<file path="src/rtl/seg7_pkg.sv">
// Shared constants and helpers for the multiplexed seven-segment display path.
// Glyphs are active-low, bit order {g,f,e,d,c,b,a}.
package seg7_pkg;

  localparam int DIG_W      = 2;
  localparam int NUM_DIGITS = 4;

  localparam logic [6:0] SEG_BLANK = 7'h7F;
  localparam logic [6:0] SEG_0 = 7'b1000000;
  localparam logic [6:0] SEG_1 = 7'b1111001;
  localparam logic [6:0] SEG_2 = 7'b0100100;
  localparam logic [6:0] SEG_3 = 7'b0110000;
  localparam logic [6:0] SEG_4 = 7'b0011001;
  localparam logic [6:0] SEG_5 = 7'b0010010;
  localparam logic [6:0] SEG_6 = 7'b0000010;
  localparam logic [6:0] SEG_7 = 7'b1111000;
  localparam logic [6:0] SEG_8 = 7'b0000000;
  localparam logic [6:0] SEG_9 = 7'b0010000;
  localparam logic [6:0] SEG_A = 7'b0001000;
  localparam logic [6:0] SEG_B = 7'b0000011;
  localparam logic [6:0] SEG_C = 7'b1000110;
  localparam logic [6:0] SEG_D = 7'b0100001;
  localparam logic [6:0] SEG_E = 7'b0000110;
  localparam logic [6:0] SEG_F = 7'b0001110;

  typedef logic [DIG_W-1:0] dig_t;

  typedef struct packed {
    logic [1:0] tens;
    logic [3:0] ones;
  } dec_split_t;

  function automatic logic [6:0] hex_glyph(input logic [3:0] nib);
    logic [6:0] g;
    case (nib)
      4'h0: g = SEG_0;
      4'h1: g = SEG_1;
      4'h2: g = SEG_2;
      4'h3: g = SEG_3;
      4'h4: g = SEG_4;
      4'h5: g = SEG_5;
      4'h6: g = SEG_6;
      4'h7: g = SEG_7;
      4'h8: g = SEG_8;
      4'h9: g = SEG_9;
      4'hA: g = SEG_A;
      4'hB: g = SEG_B;
      4'hC: g = SEG_C;
      4'hD: g = SEG_D;
      4'hE: g = SEG_E;
      default: g = SEG_F;
    endcase
    return g;
  endfunction

  // Input never exceeds 31, so a three-threshold compare replaces a divider.
  function automatic dec_split_t bin_to_dec(input logic [4:0] v);
    dec_split_t r;
    logic [4:0] tens_x10;
    logic [4:0] ones_full;
    if (v >= 5'd30)      r.tens = 2'd3;
    else if (v >= 5'd20) r.tens = 2'd2;
    else if (v >= 5'd10) r.tens = 2'd1;
    else                 r.tens = 2'd0;
    tens_x10  = 5'd10 * {3'b000, r.tens};
    ones_full = v - tens_x10;
    r.ones    = ones_full[3:0];
    return r;
  endfunction

endpackage

</file>
<file path="src/rtl/sum_seg7_scan_if.sv">
// Adder-result input and display-pin output bundle for sum_seg7_scan.
interface sum_seg7_scan_if;
  logic [4:0] q;
  logic       mode_dec;
  logic [3:0] an;
  logic [6:0] seg;
  logic       dp;

  modport master (output q, output mode_dec, input an, input seg, input dp);
  modport slave  (input q, input mode_dec, output an, output seg, output dp);
endinterface

</file>
<file path="src/rtl/hex_to_seg7.sv">
// Combinational nibble to active-low seven-segment decoder with blanking.
module hex_to_seg7
  import seg7_pkg::*;
(
  input  logic [3:0] nib_i,
  input  logic       blank_i,
  output logic [6:0] seg_o
);

  always_comb begin
    seg_o = SEG_BLANK;
    if (!blank_i) seg_o = hex_glyph(nib_i);
  end

endmodule

</file>
<file path="src/rtl/sum_seg7_scan.sv">
// Scans a 4-digit common-anode display showing the adder result in hex or decimal.
// The result is snapshotted once per frame so a frame never mixes two values.
module sum_seg7_scan
  import seg7_pkg::*;
#(
  parameter int REFRESH_DIV = 4
) (
  input  logic            clk,
  input  logic            rst,
  sum_seg7_scan_if.slave  bus
);

  localparam int              CNT_W    = (REFRESH_DIV > 2) ? $clog2(REFRESH_DIV) : 1;
  localparam logic [CNT_W-1:0] CNT_LAST = CNT_W'(REFRESH_DIV - 1);
  localparam dig_t            DIG_LAST = dig_t'(NUM_DIGITS - 1);

  logic [CNT_W-1:0] cnt_q, cnt_d;
  dig_t             dig_q, dig_d;
  logic [4:0]       snap_q, snap_d;
  logic             snap_mode_q, snap_mode_d;
  logic [3:0]       an_q, an_d;
  logic [6:0]       seg_q, seg_d;
  logic             dp_q, dp_d;

  logic             cnt_last;
  dec_split_t       dec;
  logic [3:0]       nib;
  logic             blank;

  assign cnt_last = (cnt_q == CNT_LAST);
  assign dec      = bin_to_dec(snap_q);

  always_comb begin
    cnt_d       = cnt_q + CNT_W'(1);
    dig_d       = dig_q;
    snap_d      = snap_q;
    snap_mode_d = snap_mode_q;
    if (cnt_last) begin
      cnt_d = '0;
      dig_d = dig_q + dig_t'(1);
      // Load only as the last digit of a frame finishes.
      if (dig_q == DIG_LAST) begin
        snap_d      = bus.q;
        snap_mode_d = bus.mode_dec;
      end
    end
  end

  always_comb begin
    nib   = 4'h0;
    blank = 1'b1;
    dp_d  = 1'b1;
    an_d  = ~(4'b0001 << dig_q);
    if (!snap_mode_q) begin
      case (dig_q)
        2'd0: begin nib = snap_q[3:0];           blank = 1'b0; dp_d = 1'b0; end
        2'd1: begin nib = {3'b000, snap_q[4]};   blank = 1'b0; end
        default: ;
      endcase
    end else begin
      case (dig_q)
        2'd0: begin nib = dec.ones;              blank = 1'b0; end
        2'd1: begin nib = {2'b00, dec.tens};     blank = (dec.tens == 2'd0); end
        default: ;
      endcase
    end
  end

  hex_to_seg7 u_dec (
    .nib_i   (nib),
    .blank_i (blank),
    .seg_o   (seg_d)
  );

  always_ff @(posedge clk) begin
    if (rst) begin
      cnt_q       <= '0;
      dig_q       <= '0;
      snap_q      <= '0;
      snap_mode_q <= 1'b0;
      an_q        <= 4'b1111;
      seg_q       <= SEG_BLANK;
      dp_q        <= 1'b1;
    end else begin
      cnt_q       <= cnt_d;
      dig_q       <= dig_d;
      snap_q      <= snap_d;
      snap_mode_q <= snap_mode_d;
      an_q        <= an_d;
      seg_q       <= seg_d;
      dp_q        <= dp_d;
    end
  end

  assign bus.an  = an_q;
  assign bus.seg = seg_q;
  assign bus.dp  = dp_q;

endmodule

</file>
<file path="src/flat_wrapper.sv">
// flat-port wrapper written by rule: the top's interface ports become plain ports
module sum_seg7_scan_flat import seg7_pkg::*;
#(
  parameter int REFRESH_DIV = 4
)
  (clk, rst, bus_q, bus_mode_dec, bus_an, bus_seg, bus_dp);
  sum_seg7_scan_if bus_i ();
  input  logic clk;
  input  logic rst;
  input wire logic [$bits(bus_i.q)-1:0] bus_q;
  input wire logic [$bits(bus_i.mode_dec)-1:0] bus_mode_dec;
  output wire logic [$bits(bus_i.an)-1:0] bus_an;
  output wire logic [$bits(bus_i.seg)-1:0] bus_seg;
  output wire logic [$bits(bus_i.dp)-1:0] bus_dp;
  assign bus_i.q = bus_q;
  assign bus_i.mode_dec = bus_mode_dec;
  assign bus_an = bus_i.an;
  assign bus_seg = bus_i.seg;
  assign bus_dp = bus_i.dp;
  sum_seg7_scan #(.REFRESH_DIV(REFRESH_DIV)) u_core (.clk(clk), .rst(rst), .bus(bus_i));
endmodule
</file>
<file path="config.mk">
export PLATFORM = sky130hd
export DESIGN_NAME = sum_seg7_scan_flat
export DESIGN_NICKNAME = d
export VERILOG_FILES = /design/src/rtl/seg7_pkg.sv /design/src/rtl/sum_seg7_scan_if.sv /design/src/rtl/hex_to_seg7.sv /design/src/rtl/sum_seg7_scan.sv /design/src/flat_wrapper.sv
export SDC_FILE = /design/constraint.sdc
export NUM_CORES = 1
export LEC_CHECK = 0
export CAP_MARGIN = 15
export CORE_MARGIN = 1
export CORE_UTILIZATION = 40
export DETAILED_ROUTE_END_ITERATION = 6
export GPL_TIMING_DRIVEN = 0
export RECOVER_POWER = 50
export SLEW_MARGIN = 20
export SYNTH_ARGS = -nofsm -noshare
export SYNTH_HDL_FRONTEND = slang
export SYNTH_SLANG_ARGS = --single-unit
</file>
<file path="constraint.sdc">
create_clock -name clk -period 6.54 [get_ports clk]
set_input_delay 0.981 -clock clk [delete_from_list [all_inputs] [get_ports clk]]
set_output_delay 0.981 -clock clk [all_outputs]
set_load 0.005 [all_outputs]
</file>
sizing.png
Scale: 6 px per um.
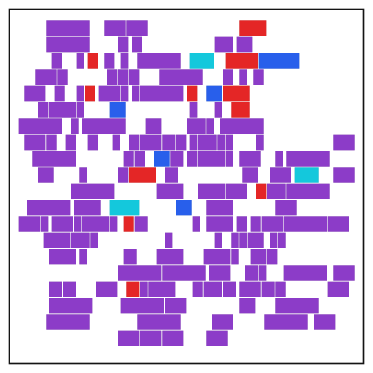
color	size	cells	share	most used
red	x2	11	6.6%	buf_2
purple	x1 and smaller	148	89%	dfxtp_1
cyan	x6 and larger	3	1.8%	buf_6
blue	x3 and x4	5	3.0%	clkbuf_4
area delta synth->final: 21.8%
Non-CTS buffers: 30

==> impl_metrics.env <==
# flow metrics
export IMPL_outcome="complete, no violations"
export IMPL_tap_cells=44
export IMPL_drv_cap=0
export IMPL_peakVddDrop_uv=103
export IMPL_yosys_area_top_type_share=0.341
export IMPL_power_clock_uw=73.7
export IMPL_edf_count=0
export IMPL_coreArea_mm2=0.00305
export IMPL_reg2reg_to="u_core.bus.seg[0]$_SDFF_PP1_"
export IMPL_final_area_mm2=0.00157
export IMPL_ys_area_mm2=0.00129
export IMPL_n_all_inverters=9
export IMPL_finalWirelength_mm=2.42
export IMPL_area_leaders="dfxtp_1 (34%), ha_1 (13%), mux2i_1 (3.9%)"
export IMPL_via_per_inst=5.04
export IMPL_synthTopCellsByCount="dfxtp_1 (22), ha_1 (13), nand2_1 (13)"
export IMPL_crit_path_start_kind="flip-flop"
export IMPL_lay_top_count="dfxtp_1"
export IMPL_ys_sh_xor=0.00679
export IMPL_busiest_layer="met2"
export IMPL_min_delay_path_class="flip-flop to flip-flop"
export IMPL_clk_share=0.0231
export IMPL_finalClockPeriodUsage=0.422
export IMPL_initial_core_util=0.423
export IMPL_seq_share=0.280
export IMPL_place_inst=207
export IMPL_worst_path_stages=10
export IMPL_whs_ns=0.433
export IMPL_clkLatencyLatePin_ns=0.30
export IMPL_path_clk_slew_ns=0.12
export IMPL_ys_seq_frac=0.341
export IMPL_port_buffers=19
export IMPL_crit_type="flip-flop to flip-flop"
export IMPL_synthTopLogicFamily="simple AND/OR/NAND/NOR gates"
export IMPL_cts_htree_levels=1
export IMPL_p_total_uw=250
export IMPL_slew_violations=0
export IMPL_synth_area_per_cell_um2=8.96
export IMPL_grt_overflow=0
export IMPL_syn_inst=144
export IMPL_use_met1=0.197
export IMPL_ff2ff_setup_slack_ns=3.78
export IMPL_pg_seq_uw=144
export IMPL_postCtsResizedCells=0
export IMPL_drive_above_1_share=0.114
export IMPL_place_hpwl_mm=1.89
export IMPL_largest_class="combinational gates"
export IMPL_grt_util_all_layers=0.167
export IMPL_top_power_group="sequential cells"
export IMPL_rsz0062_at_grt="no"
export IMPL_cts_buffers=3
export IMPL_utilization=0.515
export IMPL_crit_chain="buf_4, nor2_1, o311ai_0, ha_1, nand2b_1, a31oi_1, inv_1, ha_1, nor4b_1, nor3_1"
export IMPL_drt_wirelength_per_cell_um=11.5
export IMPL_ys_sh_simple=0.227
export IMPL_comb_area_um2=749
export IMPL_required_ns=6.74
export IMPL_worstSetupEndpoint="u_core.bus.seg[0]$_SDFF_PP1_"
export IMPL_seq_cell_count=22
export IMPL_worst_r2r_path_depth=10
export IMPL_worstPathArrival_ns=2.96
export IMPL_ys_ff=22
export IMPL_hold_violations=0
export IMPL_nets=190
export IMPL_largest_register_ffs=7
export IMPL_met3_wirelength_um=64
export IMPL_setup_ws_ns=3.78
export IMPL_post_cts_buffers=0
export IMPL_reg2reg_from="u_core.snap_q[2]$_SDFFE_PP0P_"
export IMPL_grt_max_degree=13
export IMPL_p_sw_frac=0.221
export IMPL_cts_tree="done"
export IMPL_setup_tns_ns=0
export IMPL_power_switching_uw=55.2
export IMPL_p_comb_frac=0.128
export IMPL_wirelength_met1_mm=1.11
export IMPL_nFillCells=333
export IMPL_worstMarginPinSlew_ns=0.449
export IMPL_ys_sh_adder=0.142
export IMPL_layout_min_cycle_time_ns=2.76
export IMPL_placementRows=20
gates.png
Scale: 6 px per um.
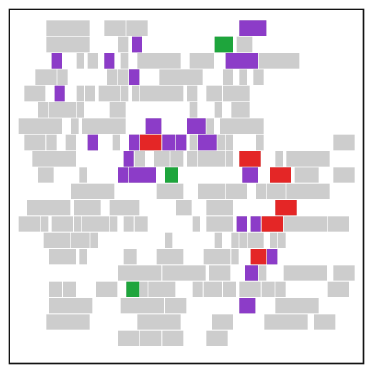
color	family	cells
green	and/or cells	3
red	non-inverting ao/oa cells	6
purple	aoi and oai cells	23
logic share of the area: 0.477
fin cells: 211

